Fig. 1: run 1, selected gate families
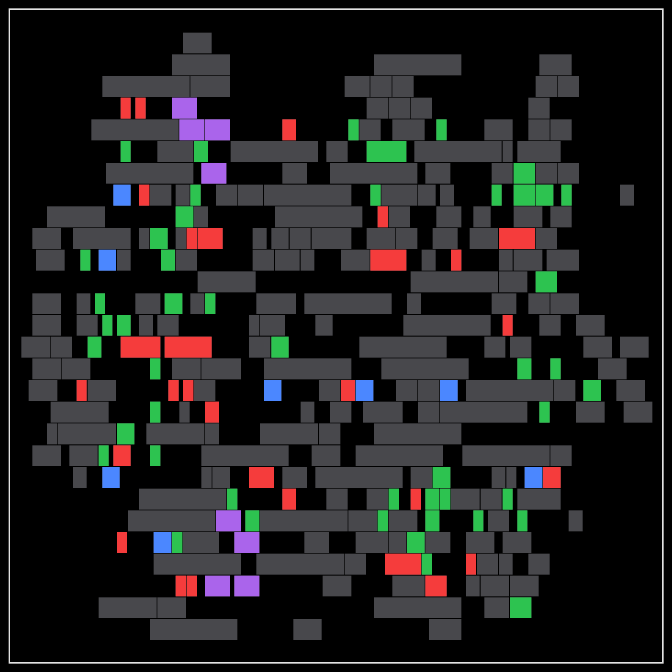
Fig. 2: run 1, routing congestion
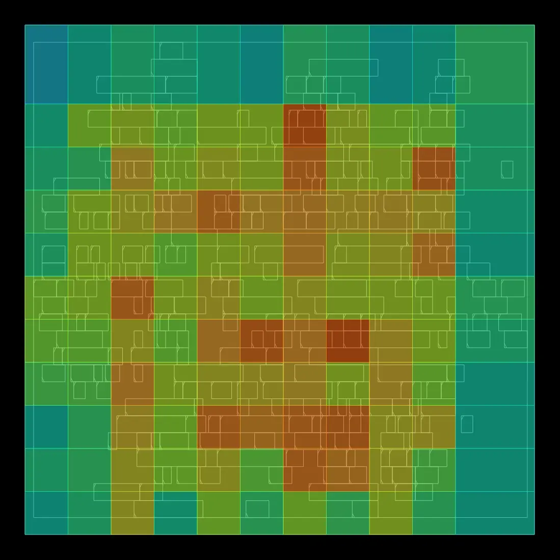
Fig. 3: run 1, sequential cells colored by netlist name
The bar under the picture is 20 um long.
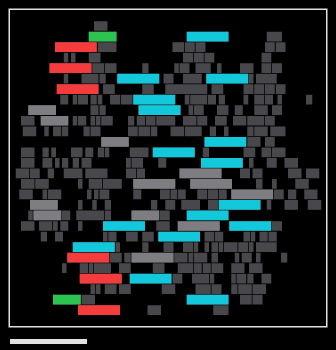
Fig. 4: run 1, routed clock nets over the placement
The bar under the picture is 20 um long.
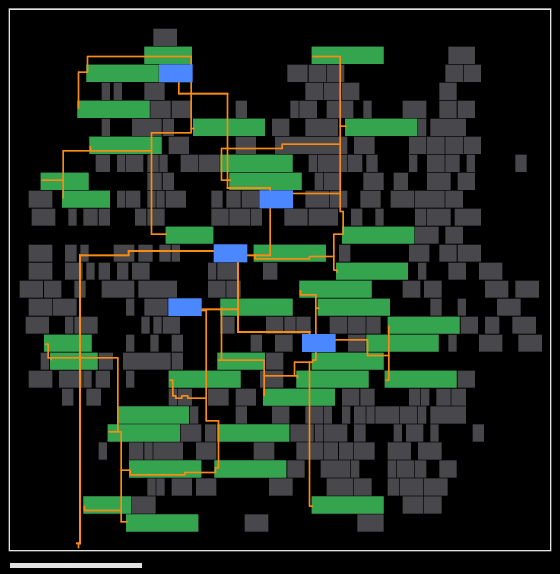
--- src/rtl/ring_timer_if.sv ---
// Configuration/step/status bundle for ring_timer.
// Latency: none (wires only); status side is driven from the timer's registers.
// Backpressure: none; a load or step is accepted in the cycle it is presented.
//
// Ports carried:
//   load, load_ch, load_pattern, load_len, load_oneshot, load_dir  - channel configuration write
//   enable                                                         - per-channel step enable
//   out, wrap, busy                                                - per-channel status
interface ring_timer_if #(
    parameter int W = 8,
    parameter int N = 2
);
    localparam int LW = ($clog2(W) < 1) ? 1 : $clog2(W);
    localparam int CW = (N < 2) ? 1 : $clog2(N);

    logic          load;
    logic [CW-1:0] load_ch;
    logic [W-1:0]  load_pattern;
    logic [LW-1:0] load_len;
    logic          load_oneshot;
    logic          load_dir;
    logic [N-1:0]  enable;
    logic [N-1:0]  out;
    logic [N-1:0]  wrap;
    logic [N-1:0]  busy;

    modport master (
        output load, load_ch, load_pattern, load_len, load_oneshot, load_dir, enable,
        input  out, wrap, busy
    );

    modport slave (
        input  load, load_ch, load_pattern, load_len, load_oneshot, load_dir, enable,
        output out, wrap, busy
    );
endinterface

--- src/rtl/ring_timer.sv ---
// Multi-channel programmable ring timer: N channels each rotate a pattern inside a run-time ring length.
// Latency: state updates one clock after load/enable; out/busy are combinational from state, wrap is registered.
// Backpressure: none; enable gates stepping per channel, a load always wins over a step on the same channel.
//
// Ports:
//   clock  - single clock, all state on rising edge
//   reset  - synchronous, active-high; every channel returns to START / full length / periodic / left
//   bus    - ring_timer_if slave: config write (load*), enable[N], status out[N] / wrap[N] / busy[N]
module ring_timer #(
    parameter int           W     = 8,
    parameter int           N     = 2,
    parameter logic [W-1:0] START = 1
) (
    input  logic          clock,
    input  logic          reset,
    ring_timer_if.slave   bus
);
    localparam int LW = ($clog2(W) < 1) ? 1 : $clog2(W);

    localparam logic [LW-1:0] LMAX = LW'(W - 1);

    logic [W-1:0]  pat_q  [N];
    logic [LW-1:0] len_q  [N];
    logic [LW-1:0] cnt_q  [N];
    logic [N-1:0]  dir_q;
    logic [N-1:0]  oneshot_q;
    logic [N-1:0]  done_q;
    logic [N-1:0]  wrap_q;
    logic [N-1:0]  out_v;

    // Lengths wider than the register (possible when W is not a power of two) saturate.
    function automatic logic [LW-1:0] clamp_len(input logic [LW-1:0] l);
        return (int'(l) > W - 1) ? LMAX : l;
    endfunction

    function automatic logic [W-1:0] ring_mask(input logic [LW-1:0] l);
        logic [W-1:0] m;
        m = '0;
        for (int j = 0; j < W; j++) begin
            m[j] = (j <= int'(l));
        end
        return m;
    endfunction

    // One rotation of the ring P[l:0]; bits above l come out as zero. The modulo
    // indices keep every select in range; the wrap-around bit is chosen explicitly.
    function automatic logic [W-1:0] rotate(input logic [W-1:0] p, input logic [LW-1:0] l,
                                            input logic d);
        logic [W-1:0] r;
        r = '0;
        for (int j = 0; j < W; j++) begin
            if (j <= int'(l)) begin
                if (!d) begin
                    r[j] = (j == 0) ? p[l] : p[(j + W - 1) % W];
                end else begin
                    r[j] = (j == int'(l)) ? p[0] : p[(j + 1) % W];
                end
            end
        end
        return r;
    endfunction

    always_ff @(posedge clock) begin
        if (reset) begin
            for (int i = 0; i < N; i++) begin
                pat_q[i] <= START;
                len_q[i] <= LMAX;
                cnt_q[i] <= '0;
            end
            dir_q     <= '0;
            oneshot_q <= '0;
            done_q    <= '0;
            wrap_q    <= '0;
        end else begin
            for (int i = 0; i < N; i++) begin
                // Out-of-range load_ch matches no channel, so the load is dropped.
                if (bus.load && (int'(bus.load_ch) == i)) begin
                    pat_q[i]     <= bus.load_pattern & ring_mask(clamp_len(bus.load_len));
                    len_q[i]     <= clamp_len(bus.load_len);
                    cnt_q[i]     <= '0;
                    dir_q[i]     <= bus.load_dir;
                    oneshot_q[i] <= bus.load_oneshot;
                    done_q[i]    <= 1'b0;
                    wrap_q[i]    <= 1'b0;
                end else begin
                    wrap_q[i] <= 1'b0;
                    if (bus.enable[i] && !done_q[i]) begin
                        // After len+1 steps the ring is back at its loaded value, so a
                        // finished one-shot freezes on exactly that pattern.
                        pat_q[i]  <= rotate(pat_q[i], len_q[i], dir_q[i]);
                        cnt_q[i]  <= (cnt_q[i] == len_q[i]) ? '0 : cnt_q[i] + 1'b1;
                        wrap_q[i] <= (cnt_q[i] == len_q[i]);
                        if ((cnt_q[i] == len_q[i]) && oneshot_q[i]) begin
                            done_q[i] <= 1'b1;
                        end
                    end
                end
            end
        end
    end

    // Output bit is the one about to leave the ring in the rotation direction.
    always_comb begin
        out_v = '0;
        for (int i = 0; i < N; i++) begin
            out_v[i] = dir_q[i] ? pat_q[i][0] : pat_q[i][len_q[i]];
        end
    end

    assign bus.out  = out_v;
    assign bus.wrap = wrap_q;
    assign bus.busy = ~done_q;
endmodule
--- src/flat_wrapper.sv ---
// flat-port wrapper written by rule: the top's interface ports become plain ports
module ring_timer_flat 
#(
    parameter int           W     = 8,
    parameter int           N     = 2,
    parameter logic [W-1:0] START = 1
)
  (clock, reset, bus_load, bus_load_ch, bus_load_pattern, bus_load_len, bus_load_oneshot, bus_load_dir, bus_enable, bus_out, bus_wrap, bus_busy);
  ring_timer_if #(.W(W), .N(N)) bus_i ();
  input  logic clock;
  input  logic reset;
  input wire logic [$bits(bus_i.load)-1:0] bus_load;
  input wire logic [$bits(bus_i.load_ch)-1:0] bus_load_ch;
  input wire logic [$bits(bus_i.load_pattern)-1:0] bus_load_pattern;
  input wire logic [$bits(bus_i.load_len)-1:0] bus_load_len;
  input wire logic [$bits(bus_i.load_oneshot)-1:0] bus_load_oneshot;
  input wire logic [$bits(bus_i.load_dir)-1:0] bus_load_dir;
  input wire logic [$bits(bus_i.enable)-1:0] bus_enable;
  output wire logic [$bits(bus_i.out)-1:0] bus_out;
  output wire logic [$bits(bus_i.wrap)-1:0] bus_wrap;
  output wire logic [$bits(bus_i.busy)-1:0] bus_busy;
  assign bus_i.load = bus_load;
  assign bus_i.load_ch = bus_load_ch;
  assign bus_i.load_pattern = bus_load_pattern;
  assign bus_i.load_len = bus_load_len;
  assign bus_i.load_oneshot = bus_load_oneshot;
  assign bus_i.load_dir = bus_load_dir;
  assign bus_i.enable = bus_enable;
  assign bus_out = bus_i.out;
  assign bus_wrap = bus_i.wrap;
  assign bus_busy = bus_i.busy;
  ring_timer #(.W(W), .N(N), .START(START)) u_core (.clock(clock), .reset(reset), .bus(bus_i));
endmodule
--- config.mk ---
export PLATFORM = sky130hd
export DESIGN_NAME = ring_timer_flat
export DESIGN_NICKNAME = d
export VERILOG_FILES = /design/src/rtl/ring_timer_if.sv /design/src/rtl/ring_timer.sv /design/src/flat_wrapper.sv
export SDC_FILE = /design/constraint.sdc
export NUM_CORES = 1
export LEC_CHECK = 0
export CORE_UTILIZATION = 35
export DETAILED_ROUTE_END_ITERATION = 8
export SLEW_MARGIN = 20
export SYNTH_ARGS = -nofsm -noshare
export SYNTH_HDL_FRONTEND = slang
export SYNTH_SLANG_ARGS = --single-unit
--- constraint.sdc ---
create_clock -name clock -period 2.2 [get_ports clock]
set_clock_uncertainty 0.05 [all_clocks]
set_input_delay 0.44 -clock clock [delete_from_list [all_inputs] [get_ports clock]]
set_output_delay 0.44 -clock clock [all_outputs]
set_load 0.005 [all_outputs]
==> impl_metrics.ini, run 1 <==
; physical design summary
[critical_path]
critical_path.top_delay_family = buffers and inverters
arrival_ns = 2.21
cp_slowest_stage_delay_ns = 0.46
crit_type = flip-flop to flip-flop
worstPathRequired_ns = 2.30
end_kind = flip-flop
critical_path.max_fanout = 6
crit_buf_inv = 8
cpMostUsedCell = buf_4

[pwr]
ir_drop_mv = 0.265
p_leak_nw = 1.13
power_density_nw_per_um2 = 640
fin_total_pwr_mw = 1.88

[yosys]
syn_inst = 224
ys.flops = 36
fp_nets = 245
ys_seq_share_pct = 45.1
synth.avg_cell_area_um2 = 9.91
synth_warnings = 0
synth_cell_types = 46
synth.cell_area_um2 = 2220
ys_cells = 224
yosysChipArea_um2 = 2220

[clock_tree]
cts_max_level = 2
cts_root_buf = clkbuf_8
clkTransAtPathRegs_ns = 0.07
cts_tree = yes
clockBufferDepth = 2
cts-buffers-inserted = 5
clkSinkCount = 36

[route]
drt_iter0_drc = 119
vias = 1929
detail-route-antenna-nets = 0
drcViolationCount = 0
viasPerCell = 5.39
postRouteWirelength_um = 5720

[global_route]
grt_pass1_vias = 1825
antenna_found_initial = 0
grt_pass1_wl_um = 9200
grt_max_degree = 14

[timing]
min_period_over_period_pct = 95.8
fmax_mhz = 474
tns_ns = 0
setup_ws_ns = 0.0916
hold_viol = 0
setup_viol = 0
finalCriticalPeriod_ns = 2.11
grt_setup_unrepaired = false
maxSlewViolCount = 0
relSlewSlack_pct = 71.5
worst_pin_slew_ns = 0.424
holdWs_ns = 0.420

[floorplan]
core-area_um2 = 6030
die_h_um = 81.7
ios = 25
fp_util_pct = 36.9
fp.dieW_um = 81.7
die_area_um2 = 6670
num_rows = 28

[placed_design]
io_buffers = 24
dp_cells = 335
post-dp-hpwl_um = 4120
gp_congestion = 0.808
pre_cts_ws_ns = 0.0397
placed_cell_area_um2 = 2690

[final_layout]
stdcell_count = 358
lay_top_count = buf_4
layout_top_cells = 36 x buf_4, 28 x edfxtp_1, 26 x nand2_1, 22 x clkdlybuf4s50_1, 17 x mux2i_1
syn2layout_area_growth_pct = 32.2
fill_cells = 598
final_core_util_pct = 48.7
nNetsFinal = 303
final_area_um2 = 2940
drive_gt1_share_pct = 22.6
diodes = 0

[run]
warning_count = 27
cap_viol_max_count = 0

[outcome]
status = completed

[worst_hold_path]
hold_path.class = flip-flop to flip-flop
Back to the opening pictures, Fig. 1:
color	family	cells	most used
red	nor cells	29	nor2_1
purple	xor and xnor cells	8	xnor2_1
green	nand cells	48	nand2_1
blue	and/or cells	8	or2_1

Back to the opening pictures, Fig. 2:
GR met2 Demand/Resource: 28.4%
WL per Instance: 16.0 um
gr usage total: 18.7%

Back to the opening pictures, Fig. 3:
color	name in the netlist	flops
red	u_core.cnt_q	6
green	u_core.bus.wrap	2
cyan	u_core.pat_q	16

Back to the opening pictures, Fig. 4:
[orange] clock wires | length: 514 um
[green] flip-flops | count: 36
[blue] clock drivers | count: 5
routed clock nets	6
Clk network pwr share: 30.8%
latest clock arrival within the worst-skew pair: 0.29 ns

run 1: power by group:
group          internal (mW)  leakage [nW]  switching (mW)
sequential             0.793         0.366          0.0497
combinational          0.245         0.704           0.213
clock                  0.336        0.0552           0.242
run 1: metal layers:
| layer | part of all wire (%) | GRT usage, % |
|---|---|---|
| met5 | 0 | 0 |
| met1 | 48 | 26.7 |
| met3 | 6.4 | 3.11 |
| met4 | 0.96 | 6.32 |
| met2 | 45 | 28.4 |
run 1: flip-flops by register name (all words and copies together) (netlist names):
| register | count |
|---|---|
| u_core.done_q | 2 |
| u_core.pat_q | 16 |
| u_core.bus.wrap | 2 |
| u_core.oneshot_q | 2 |
| u_core.cnt_q | 6 |
| u_core.dir_q | 2 |
| u_core.len_q | 6 |
run 1: path summary, 6_finish.rpt:
kind	startpoint	to	slack (ns)	cells after the start
min reg2reg	u_core.oneshot_q[1]	u_core.oneshot_q[1]	0.42	2
max reg2reg	u_core.len_q[0][3]	u_core.pat_q[1][0]	0.09	12
max	u_core.len_q[0][3]	u_core.pat_q[1][0]	0.09	12
min	u_core.oneshot_q[1]	u_core.oneshot_q[1]	0.42	2
run 1: synthesized netlist by cell type, drive strengths merged:
cell type  number  share of area (%)
or2             5                1.4
o31ai           4                1.4
buf            12                3.0
xnor2           8                3.2
o221ai          1               0.39
a221oi          1               0.68
inv             7                1.2
a21oi          10                2.4
nor2           15                2.5
a211oi          2               0.68
a211o           4                1.6
nor2b           3                1.2
nand3b          4                1.4
mux2i          17                7.7
dfxtp           8                7.2
ha              2                1.1
nand2b          6                1.7
o21a            1               0.34
o32ai           4                1.6
o21ai          10                2.4
nor4b           2               0.79
a31oi           2               0.56
o22ai           5                1.4
a21o            2               0.68
nor3b           4                2.0
nand2          26                4.4
nand4           4                1.1
and2            1               0.28
nand3           8                1.8
edfxtp         28                 38
clkbuf          2               0.34
nor3            5                1.6
and3            2               0.56
a21boi          2               0.68
o211ai          2               0.68
o2111ai         2               0.79
mux2            2                1.0
a31o            1               0.39
run 1: worst register-to-register path, delay by kind of cell, from the launching register on:
kind / cells / cell delay, ns
simple gates: 2 / 0.20
buf+inv: 8 / 1.02
mux: 1 / 0.11
compound gates: 1 / 0.11
flops: 1 / 0.46
run 1: final cells by class:
cell class                      instances  area [um2]  share of cell area (%)
Clock inverter                          2        35.0                    1.19
Clock buffer                            6        72.6                    2.47
Timing Repair Buffer                   65         566                    19.3
Sequential cell                        36        1000                    34.1
Tap cell                               75        93.8                    3.20
Multi-Input combinational cell        167        1140                    38.9
Inverter                                7        26.3                   0.895
run 1: cells by family (layout without fill, tap and decap cells):
kind of cell	Yosys count	in the layout	synth area share, %
AND-OR/OR-AND	53	53	16.6
XOR/XNOR	8	8	3.16
adder cells (fa/ha/maj)	2	2	1.13
buffers and inverters	21	80	4.56
flip-flops	36	36	45.1
multiplexers	19	19	8.68
AND/OR/NAND/NOR	85	85	20.8
run 1: timing repair:
item                                    in CTS  in global routing
endpoints found under the setup margin       2                  3
pin swaps                                    5                  6
buffers inserted                            10                  6
resized                                      8                  6
hold buffers                                 0                  0
==> run 2: changes to the inputs <==
--- a/config.mk
+++ b/config.mk
@@ -11,3 +11,4 @@
 export SYNTH_ARGS = -nofsm -noshare
 export SYNTH_HDL_FRONTEND = slang
 export SYNTH_SLANG_ARGS = --single-unit
+export TNS_END_PERCENT = 20
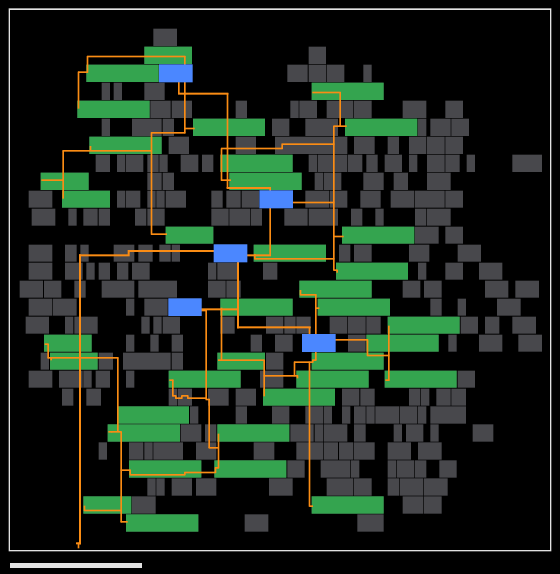
Fig. 5. Routed clock nets over the placement (run 2).
The bar under the picture is 20 um long.
[green] flip-flops | count: 36
[blue] clock drivers | count: 5
[orange] clock wires | length: 507 um
routed clock nets	6

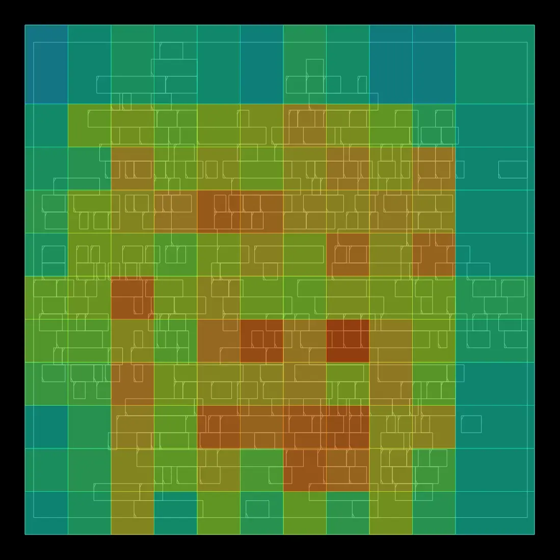
Fig. 6. Routing congestion (run 2).
WL per Instance: 16.1 um
GR met2 Demand/Resource: 27.3%
gr usage total: 18.2%
met1 global-route usage: 26.5%

==> impl_metrics.ini, run 2 <==
; physical design summary
[critical_path]
arrival_ns = 1.68
crit_type = flip-flop to primary output
end_kind = primary output
critical_path.max_fanout = 5
worstPathRequired_ns = 1.71

[yosys]
flop_cell = edfxtp_1
synthArstFlopShare_pct = 0
synth.avg_cell_area_um2 = 9.91
ys_cells = 224
fp_nets = 245
ys_seq_share_pct = 45.1
synth_cell_types = 46
synth.area.top_cells = edfxtp_1 38%, mux2i_1 7.7%, dfxtp_1 7.2%, nand2_1 4.4%, xnor2_1 3.2%
largest_area_cell = edfxtp_1
xor_share_pct = 3.15
ys.flops = 36
synth.cell_area_um2 = 2220
syn_inst = 224
ys_sh_simple_pct = 20.8
synth_warnings = 0
top_area_share_pct = 37.9
yosysChipArea_um2 = 2220
synth-edff-count = 28
synthAdderAreaFrac_pct = 1.13
mux_share_pct = 8.68
top_cell = edfxtp_1
compound_area_share_pct = 16.6

[final_layout]
nNetsFinal = 297
top_register = u_core.pat_q
syn2layout_area_growth_pct = 29.8
drive_gt1_share_pct = 19.5
largestRegisters = u_core.pat_q x16, u_core.cnt_q x6, u_core.len_q x6
diodes = 0
lay_top_count = buf_4
layout_top_cells = 31 x buf_4, 28 x edfxtp_1, 26 x nand2_1, 22 x clkdlybuf4s50_1, 17 x mux2i_1
largest_reg_flops = 16

[route]
vias = 1910
viasPerCell = 5.43
detail-route-antenna-nets = 0
drt_iter0_drc = 172
drcViolationCount = 0

[timing]
min_period_over_period_pct = 98.8
setup_viol = 0
relSlewSlack_pct = 71.0
finalCriticalPeriod_ns = 2.17
worst_pin_slew_ns = 0.431
hold_viol = 0
tns_ns = 0
fmax_mhz = 460
maxSlewViolCount = 0

[clock_tree]
cts_max_level = 2
clkSinkCount = 36
cts-buffers-inserted = 5
clockBufferDepth = 2
cts_tree = yes
cts_root_buf = clkbuf_8
clkTransAtPathRegs_ns = 0.07
holdBufCountCts = 0
clk_latency_ns = 0.29

[run]
cap_viol_max_count = 0
warning_count = 28

[placed_design]
io_buffers = 24
gp_congestion = 0.808
post-dp-hpwl_um = 4120

[floorplan]
die_h_um = 81.7
num_rows = 28
fp.dieW_um = 81.7
die_area_um2 = 6670
ios = 25
fp_util_pct = 36.9
core-area_um2 = 6030

[global_route]
grt_pass1_vias = 1773
grt_max_degree = 14

[pwr]
power_density_nw_per_um2 = 637
ir_drop_mv = 0.268
p_leak_nw = 1.10
fin_total_pwr_mw = 1.84

[worst_hold_path]
hold_path.class = flip-flop to flip-flop

[outcome]
status = completed
==> run 2: where the power goes <==
part | switching, mW | internal (mW) | total (mW) | leakage, nW
clock | 0.240 | 0.336 | 0.576 | 0.0552
sequential | 0.0509 | 0.793 | 0.844 | 0.366
combinational | 0.200 | 0.215 | 0.415 | 0.681
==> run 2: cell families after synthesis <==
group                    count (synthesis)
AND/OR/NAND/NOR                         85
AND-OR/OR-AND                           53
flip-flops                              36
buffers and inverters                   21
multiplexers                            19
XOR/XNOR                                 8
adder cells (fa/ha/maj)                  2
==> run 2: repair_timing <==
item / in CTS / in global routing
setup buffers: 0 / 8
endpoints found under the hold margin: 0 / 0
pin swaps: 2 / 2
gates cloned: 0 / 1
resized: 3 / 3
setup endpoints to repair: 2 / 2
==> run 2: area by class of cell <==
type | instances | area, um2
Clock buffer | 6 | 72.6
Sequential cell | 36 | 1000
Fill cell | 595 | 3140
Clock inverter | 2 | 35.0
Tap cell | 75 | 93.8
Inverter | 7 | 26.3
Timing Repair Buffer | 59 | 522
Multi-Input combinational cell | 167 | 1130
==> run 2: metrics by stage <==
step	hold WS [ns]	cell area (um2)	cells	setup WS [ns]
2_1_floorplan	0.387	2220	224	0.506
3_3_place_gp	0.401	2690	335	0.0767
3_5_place_dp	0.417	2690	335	0.0397
4_1_cts	0.427	2800	343	-0.187
5_1_grt	0.445	2880	352	-0.0830
6_report	0.420	2880	352	0.0261
==> run 2: path summary, 6_finish.rpt <==
kind                            slack (ns)                 from                   to  cells past startpoint
worst max register to register        0.42   u_core.len_q[0][0]   u_core.pat_q[0][4]                      5
worst max-delay path                  0.03   u_core.len_q[0][0]           bus_out[0]                      5
worst min register to register        0.42  u_core.oneshot_q[1]  u_core.oneshot_q[1]                      2
worst min-delay path                  0.42  u_core.oneshot_q[1]  u_core.oneshot_q[1]                      2
==> run 2: critical path, cell delays in order (launching register included) <==
cell and delay, ns:
edfxtp_1 0.51, mux2i_1 0.18, a221oi_2 0.27, o211ai_1 0.13
nand2_1 0.07, dlygate4sd2_1 0.23
==> run 2: routing by layer <==
layer	vias up	wire length, um	track usage (%)
li1	946	-	-
met1	890	2780	26.5
met2	69	2460	27.3
met3	5	360	3.00
met4	0	54	6.32
met5	-	0	0
No activity file was given, so power comes from the tool's default toggle rates.
